## src/rtl/aud_pkg.sv

```systemverilog
`default_nettype none
// ============================================================================
// Module      : aud_pkg
// Description : Shared types and constants for the audio record/playback
//               path: recorder state encoding, sample saturation limits and
//               default SRAM address / sample widths.
// Revision    : 1.0 - initial release
// ============================================================================
package aud_pkg;

    // Defaults shared by the recorder and the playback DSP
    localparam int AUD_ADDR_W = 20;
    localparam int AUD_DATA_W = 16;

    // Saturation limits of a signed 16-bit sample
    localparam logic signed [15:0] SAMPLE_MAX = 16'sh7FFF;
    localparam logic signed [15:0] SAMPLE_MIN = 16'sh8000;

    // Recorder control states
    typedef enum logic [2:0] {
        ST_IDLE   = 3'd0,
        ST_ARM    = 3'd1,
        ST_WRITE  = 3'd2,
        ST_PAUSED = 3'd3,
        ST_DONE   = 3'd4
    } rec_state_t;

endpackage
`default_nettype wire

```

## src/rtl/aud_gain_sat.sv

```systemverilog
`default_nettype none
// ============================================================================
// Module      : aud_gain_sat
// Description : Combinational power-of-two gain (left shift 0..3) on a signed
//               16-bit sample, saturated back into the 16-bit signed range.
// Revision    : 1.0 - initial release
// ============================================================================
module aud_gain_sat
    import aud_pkg::*;
(
    input  logic [15:0] sample,
    input  logic [1:0]  gain,
    output logic [15:0] result
);

    // Three guard bits hold the largest shift (x8) without overflow
    localparam logic signed [18:0] SAT_HI = 19'sh07FFF;
    localparam logic signed [18:0] SAT_LO = 19'sh78000;

    logic signed [18:0] extended;
    logic signed [18:0] shifted;

    // Sign-extend, shift, then clamp anything outside the 16-bit range
    always_comb begin
        extended = {{3{sample[15]}}, sample};
        shifted  = extended <<< gain;
        result   = shifted[15:0];
        if (shifted > SAT_HI) begin
            result = SAMPLE_MAX;
        end else if (shifted < SAT_LO) begin
            result = SAMPLE_MIN;
        end
    end

endmodule
`default_nettype wire

```

## src/rtl/aud_rec_writer.sv

```systemverilog
`default_nettype none
// ============================================================================
// Module      : aud_rec_writer
// Description : Record-side SRAM writer. Takes deserialized ADC samples,
//               applies a latched power-of-two gain with saturation and
//               writes each sample to an auto-incrementing SRAM address.
//               Publishes the last written address as the playback end.
// Revision    : 1.0 - initial release
// ============================================================================
module aud_rec_writer
    import aud_pkg::*;
#(
    parameter int                ADDR_W   = AUD_ADDR_W,
    parameter int                DATA_W   = AUD_DATA_W,
    parameter logic [ADDR_W-1:0] MAX_ADDR = {ADDR_W{1'b1}}
) (
    input  logic              i_clk,
    input  logic              i_rst_n,
    input  logic              i_start,
    input  logic              i_pause,
    input  logic              i_stop,
    input  logic [1:0]        i_gain,
    input  logic [DATA_W-1:0] i_adc_data,
    input  logic              i_adc_valid,
    output logic [ADDR_W-1:0] o_sram_addr,
    output logic [DATA_W-1:0] o_sram_data,
    output logic              o_sram_we_n,
    output logic [ADDR_W-1:0] o_rec_end,
    output logic              o_finish,
    output logic              o_recorder_en,
    output logic              o_drop
);

    rec_state_t        state;
    logic [ADDR_W-1:0] addr;
    logic [DATA_W-1:0] sram_data;
    logic              we_n;
    logic [ADDR_W-1:0] rec_end;
    logic              drop;
    logic [1:0]        gain;
    logic [DATA_W-1:0] processed;

    // Gain is applied with the value latched at start/resume, not the live pin
    aud_gain_sat u_gain_sat (
        .sample (i_adc_data),
        .gain   (gain),
        .result (processed)
    );

    // Recorder FSM: commands resolved stop > pause > start; one write per sample
    always_ff @(posedge i_clk or negedge i_rst_n) begin
        if (!i_rst_n) begin
            state     <= ST_IDLE;
            addr      <= '0;
            sram_data <= '0;
            we_n      <= 1'b1;
            rec_end   <= '0;
            drop      <= 1'b0;
            gain      <= 2'd0;
        end else begin
            // Write strobe lasts exactly the single WRITE cycle
            we_n <= 1'b1;

            // The write in flight always completes, even under stop or pause
            if (state == ST_WRITE) begin
                rec_end <= addr;
                if (i_adc_valid) begin
                    drop <= 1'b1;
                end
            end

            if (i_stop) begin
                state <= ST_IDLE;
                addr  <= '0;
            end else begin
                case (state)
                    ST_IDLE, ST_DONE: begin
                        if (i_start) begin
                            state   <= ST_ARM;
                            addr    <= '0;
                            rec_end <= '0;
                            drop    <= 1'b0;
                            gain    <= i_gain;
                        end
                    end
                    ST_PAUSED: begin
                        // Resume keeps the address; gain may be changed
                        if (i_start) begin
                            state <= ST_ARM;
                            gain  <= i_gain;
                        end
                    end
                    ST_ARM: begin
                        if (i_pause) begin
                            state <= ST_PAUSED;
                        end else if (i_adc_valid) begin
                            sram_data <= processed;
                            we_n      <= 1'b0;
                            state     <= ST_WRITE;
                        end
                    end
                    ST_WRITE: begin
                        // The last writable address ends the recording in place
                        if (addr == MAX_ADDR) begin
                            state <= ST_DONE;
                        end else begin
                            addr  <= addr + ADDR_W'(1);
                            state <= i_pause ? ST_PAUSED : ST_ARM;
                        end
                    end
                    default: begin
                        state <= ST_IDLE;
                        addr  <= '0;
                    end
                endcase
            end
        end
    end

    assign o_sram_addr   = addr;
    assign o_sram_data   = sram_data;
    assign o_sram_we_n   = we_n;
    assign o_rec_end     = rec_end;
    assign o_drop        = drop;
    assign o_finish      = (state == ST_DONE);
    assign o_recorder_en = (state == ST_ARM) || (state == ST_WRITE);

endmodule
`default_nettype wire
```

## config.mk

```make
export PLATFORM = sky130hd
export DESIGN_NAME = aud_rec_writer
export DESIGN_NICKNAME = d
export VERILOG_FILES = /design/src/rtl/aud_pkg.sv /design/src/rtl/aud_gain_sat.sv /design/src/rtl/aud_rec_writer.sv
export SDC_FILE = /design/constraint.sdc
export NUM_CORES = 1
export LEC_CHECK = 0
export CORE_MARGIN = 2
export CORE_UTILIZATION = 44
export DETAILED_ROUTE_END_ITERATION = 7
export PLACE_DENSITY = 0.77
export SLEW_MARGIN = 20
export SYNTH_ARGS = -nofsm -noshare
export SYNTH_HDL_FRONTEND = slang
export SYNTH_SLANG_ARGS = --single-unit
```

## constraint.sdc

```tcl
create_clock -name i_clk -period 2.4 [get_ports i_clk]
set_input_delay 0.48 -clock i_clk [delete_from_list [all_inputs] [get_ports i_clk]]
set_output_delay 0.48 -clock i_clk [all_outputs]
set_load 0.1 [all_outputs]
```

==> images/final_congestion.png <==
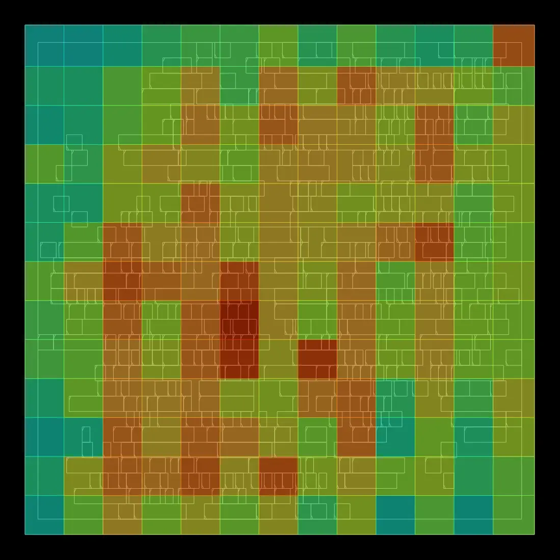
met2 usage: 0.350
GR peak layer: met2

==> images/pins.png <==
Pins as bars across the die edge, other pins in grey.
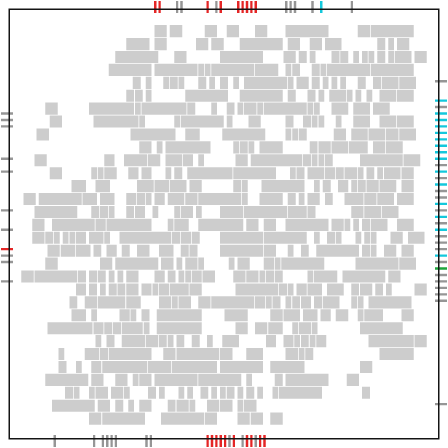
[o_sram_we_n] green | pins: 1 | direction: output | edge: east
[o_rec_end] red | pins: 20 | direction: output | edge: 10 south, 9 north, 1 west
[i_adc_data] cyan | pins: 16 | direction: input | edge: 15 east, 1 north
all pins by edge: 34 east, 21 south, 18 north, 11 west
Die Y: 90.1 um
Die X: 90.1 um

==> images/cell_classes.png <==
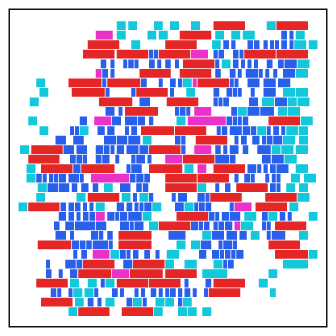
[other buffers and delay cells] cyan | cells: 108 | share of their area: 21%
[flip-flops] red | cells: 63 | share of their area: 37%
[clock drivers and dummy loads] magenta | cells: 16 | share of their area: 4.9%
[all other logic] blue | cells: 294 | share of their area: 37%
area of the core: 7210 sq um
post-layout util: 0.613

==> images/metal_stack.png <==
Only two layers are drawn.
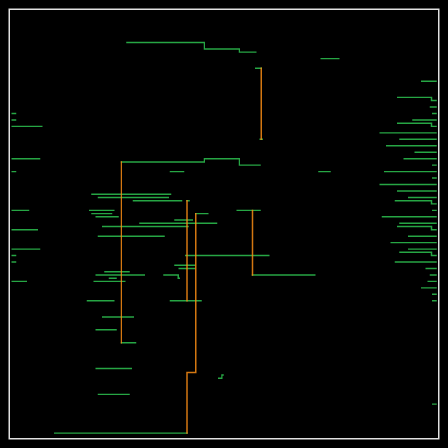
[met3] green | wire length: 542 um
[met4] orange | wire length: 136 um
all-layer global routing usage: 0.228
Detailed Route WL: 8810 um

==> images/clock_map.png <==
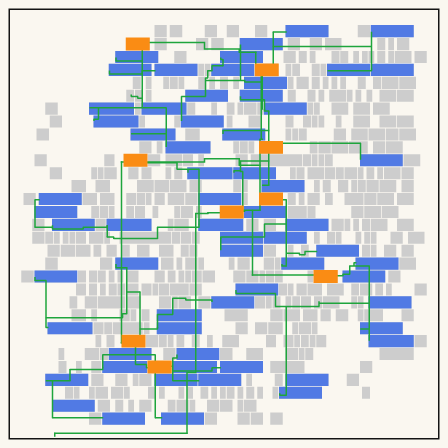
[flip-flops] blue | count: 63
[clock wires] green | length: 876 um
[cells driving clock nets] orange | count: 9
flops lie: all over the die
Clk pwr share: 0.195
Fin Clk Skew: 0.0115 ns
clk ins delay skew pair: 0.35 ns

-- worst register-to-register path: cells and delay by family, from the launching register on --
family / cells / cell delay [ns]
flip-flops: 1 / 0.39
AND-OR/OR-AND: 3 / 0.57
AND/OR/NAND/NOR: 2 / 1.08
-- registers in the layout, indices dropped and copies added (netlist names) --
name / cells
state: 3
o_sram_addr: 20
o_sram_data: 16
o_rec_end: 20
gain: 2
o_drop: 1
o_sram_we_n: 1
-- cells by family after synthesis --
logic type | after synthesis | synth area share
and+or+nand+nor | 175 | 0.245
adders and majority gates | 1 | 0.00383
muxes | 16 | 0.0506
xor gates and xnor gates | 8 | 0.0215
AOI/OAI and AO/OA | 88 | 0.159
DFF | 63 | 0.483
buffers and inverters | 28 | 0.0368
-- through the flow --
stage / total power [mW] / cell area, sq um / setup TNS (ns)
floorplan: 3.46 / 3290 / -0.0235
global placement: 4.16 / 4200 / -4.08
detailed placement: 4.19 / 4200 / -4.42
CTS: 5.21 / 4420 / 0
global route: 5.45 / 4420 / 0
finish: 5.20 / 4420 / 0
-- cell usage in the layout, fill, tap and decap left out, types with 3 or more instances in the layout --
cell	synthesis	layout
a21oi_1	47	46
o2111ai_1	3	3
o211a_1	3	3
buf_4	0	83
or3_1	4	4
and3_1	3	3
nand4_1	7	7
clkdlybuf4s50_1	0	22
o21ai_0	17	17
mux2i_1	12	12
nor2_1	41	40
or4_1	3	3
inv_1	6	6
o211ai_1	8	8
xor2_1	7	7
dfrtp_2	0	13
nand2b_1	5	5
clkbuf_8	0	9
nand3_1	18	18
nand2_1	76	76
nor3_1	4	4
nor4_1	3	3
mux2_2	4	4
dfrtp_1	62	49
-- worst max-delay path by stage --
| stage | from | end | slack (ns) | cells past startpoint |
|---|---|---|---|---|
| 2_1_floorplan | o_sram_addr[5] | o_sram_addr[16] | -0.02 | 5 |
| 3_3_place_gp | i_stop | o_sram_addr[1] | -0.29 | 7 |
| 3_5_place_dp | i_stop | o_sram_addr[4] | -0.36 | 6 |
| 4_1_cts | i_stop | o_sram_addr[4] | 0.07 | 6 |
| 5_1_grt | i_stop | o_sram_addr[4] | 0.08 | 6 |
| 6_report | i_stop | o_sram_addr[4] | 0.17 | 6 |
-- power breakdown --
group	internal, mW	switching, mW
clock	0.581	0.432
sequential	1.25	0.166
combinational	0.757	2.01
-- cell type report --
class,instances,area share
Clock inverter,6,0.0192
Timing Repair Buffer,108,0.201
Tap cell,99,0.0280
Clock buffer,10,0.0289
Multi-Input combinational cell,288,0.357
Sequential cell,63,0.360
Inverter,6,0.00509
-- per-layer routing --
layer  global-route usage  wire length (um)  share of wire  vias to the layer above
met5                    0                 0              0                        -
met4               0.0705               135          0.015                        0
met3               0.0687               541          0.061                       10
met2                0.350              4140           0.47                      119
met1                0.312              4000           0.45                     1487
li1                     -                 -              -                     1519
-- repair_timing --
item	4_1_cts	5_1_grt
pin swaps	0	1
gates resized	1	0
setup endpoints to repair	1	1
gates cloned	0	0
==> run summary <==
CTS tree: yes
CP Launch Type: primary input
CTS clock-pin slew for the worst setup and hold paths: 0.07 ns
Max Slew Vio Count: 0
Tcrit/Tclk final: 0.930
Row count: 31
Layout fillers: 663
Via count: 3135
Register Area: 1590 sq um
CTS root buffer: clkbuf_8
Top cells by count: nand2_1, dfrtp_1, a21oi_1
Most frequent cell after synthesis: nand2_1
Antenna-violating nets left: 0
CTS HTree Levels: 3
Postcts setup bufs: 0
Setup violations, final: 0
Yosys top cell area share: 0.475
DRT Pass-1 Iters: 5
Crit path max fanout: 12
Maximum vdd ir drop: 378 uV
R2R setup slack: 0.28 ns
Wire per inst: 15.2 um
Reg2Reg Depth: 5
Slowest-stage cell, CP: or4_4
Crit path capture type: register
Vias per inst: 5.41
Mapped Area: 3260 sq um
IO Count: 84
Buf/Inv on CP: 1
Mapped Cells: 379
Initial antenna violation count: 0
Yosys warnings: 0
Status: completed
TritonCTS Buffers: 9
Pleak: 2.01 nW
Flip-flops with a built-in enable: 0
Placed cells: 564
Largest net degree at the start of global routing: 36
Reg2Reg Capture Point: o_sram_addr[4]
FMAX: 448 MHz
DRC: 0
First-pass GRT wire length: 14900 um
Hold WC Path Type: primary input to async pin
Rel. slew slack: 0.679
Biggest area cells: dfrtp_1, nand2_1, a21oi_1
Crit path kind: primary input to register
Required @ worst endpoint: 2.66 ns
Vias in the first global route: 3017
Flops after synth: 63
Worst Path Arrival: 2.49 ns
Nets: 501
Leading area contributor after synthesis: dfrtp_1
Number of diodes: 0
Ys flop type: dfrtp_1
Reg2Reg Launch Point: state[0]
Family with the most delay on the worst path: simple AND/OR/NAND/NOR gates
Pre-Place Util: 0.452
1st-iter DRT viols: 181
Post-DP HPWL: 6390 um
Layout cells sized above 1: 0.264
Setup Slack @ Placement: -0.363 ns
Die ar.: 8120 sq um
Sequential share of the synthesized area: 0.483
Tmin final: 2.23 ns
GPL Wtd Cong: 0.889
Final WS setup: 0.169 ns
MI comb area: 1580 sq um
Final hold slack: 0.138 ns
Port Buf Inserts: 83
Max Cap Viol: 0
RSZ-0062 raised after global routing: false
Tool Warnings: 27
CP cell instances: clkdlybuf4s50_1 -> or4b_4 -> or4_4 -> o21ai_4 -> o21ai_0 -> a21oi_1
Critical path's largest stage delay: 0.53 ns
Syn Nets: 404
Final Non-Filler Cells: 580
Final hold violations: 0
Distinct lib cells used: 45
PwrDens: 1180 nW/um^2
Synth-to-Final Area Change: 35.5%
Mean post-synth cell area: 8.61 sq um
CTS sink cnt: 63
Grt ovf: 0
Hold buffer count at cts: 0
Yosys cell count: 379
Clk buf depth: 2
Chip Area, Yosys: 3260 sq um
Ys async rst share: 1.00
Slew @ Worst Pin: 0.482 ns
Power figures rest on the tool's default switching activity, not on a simulated workload.
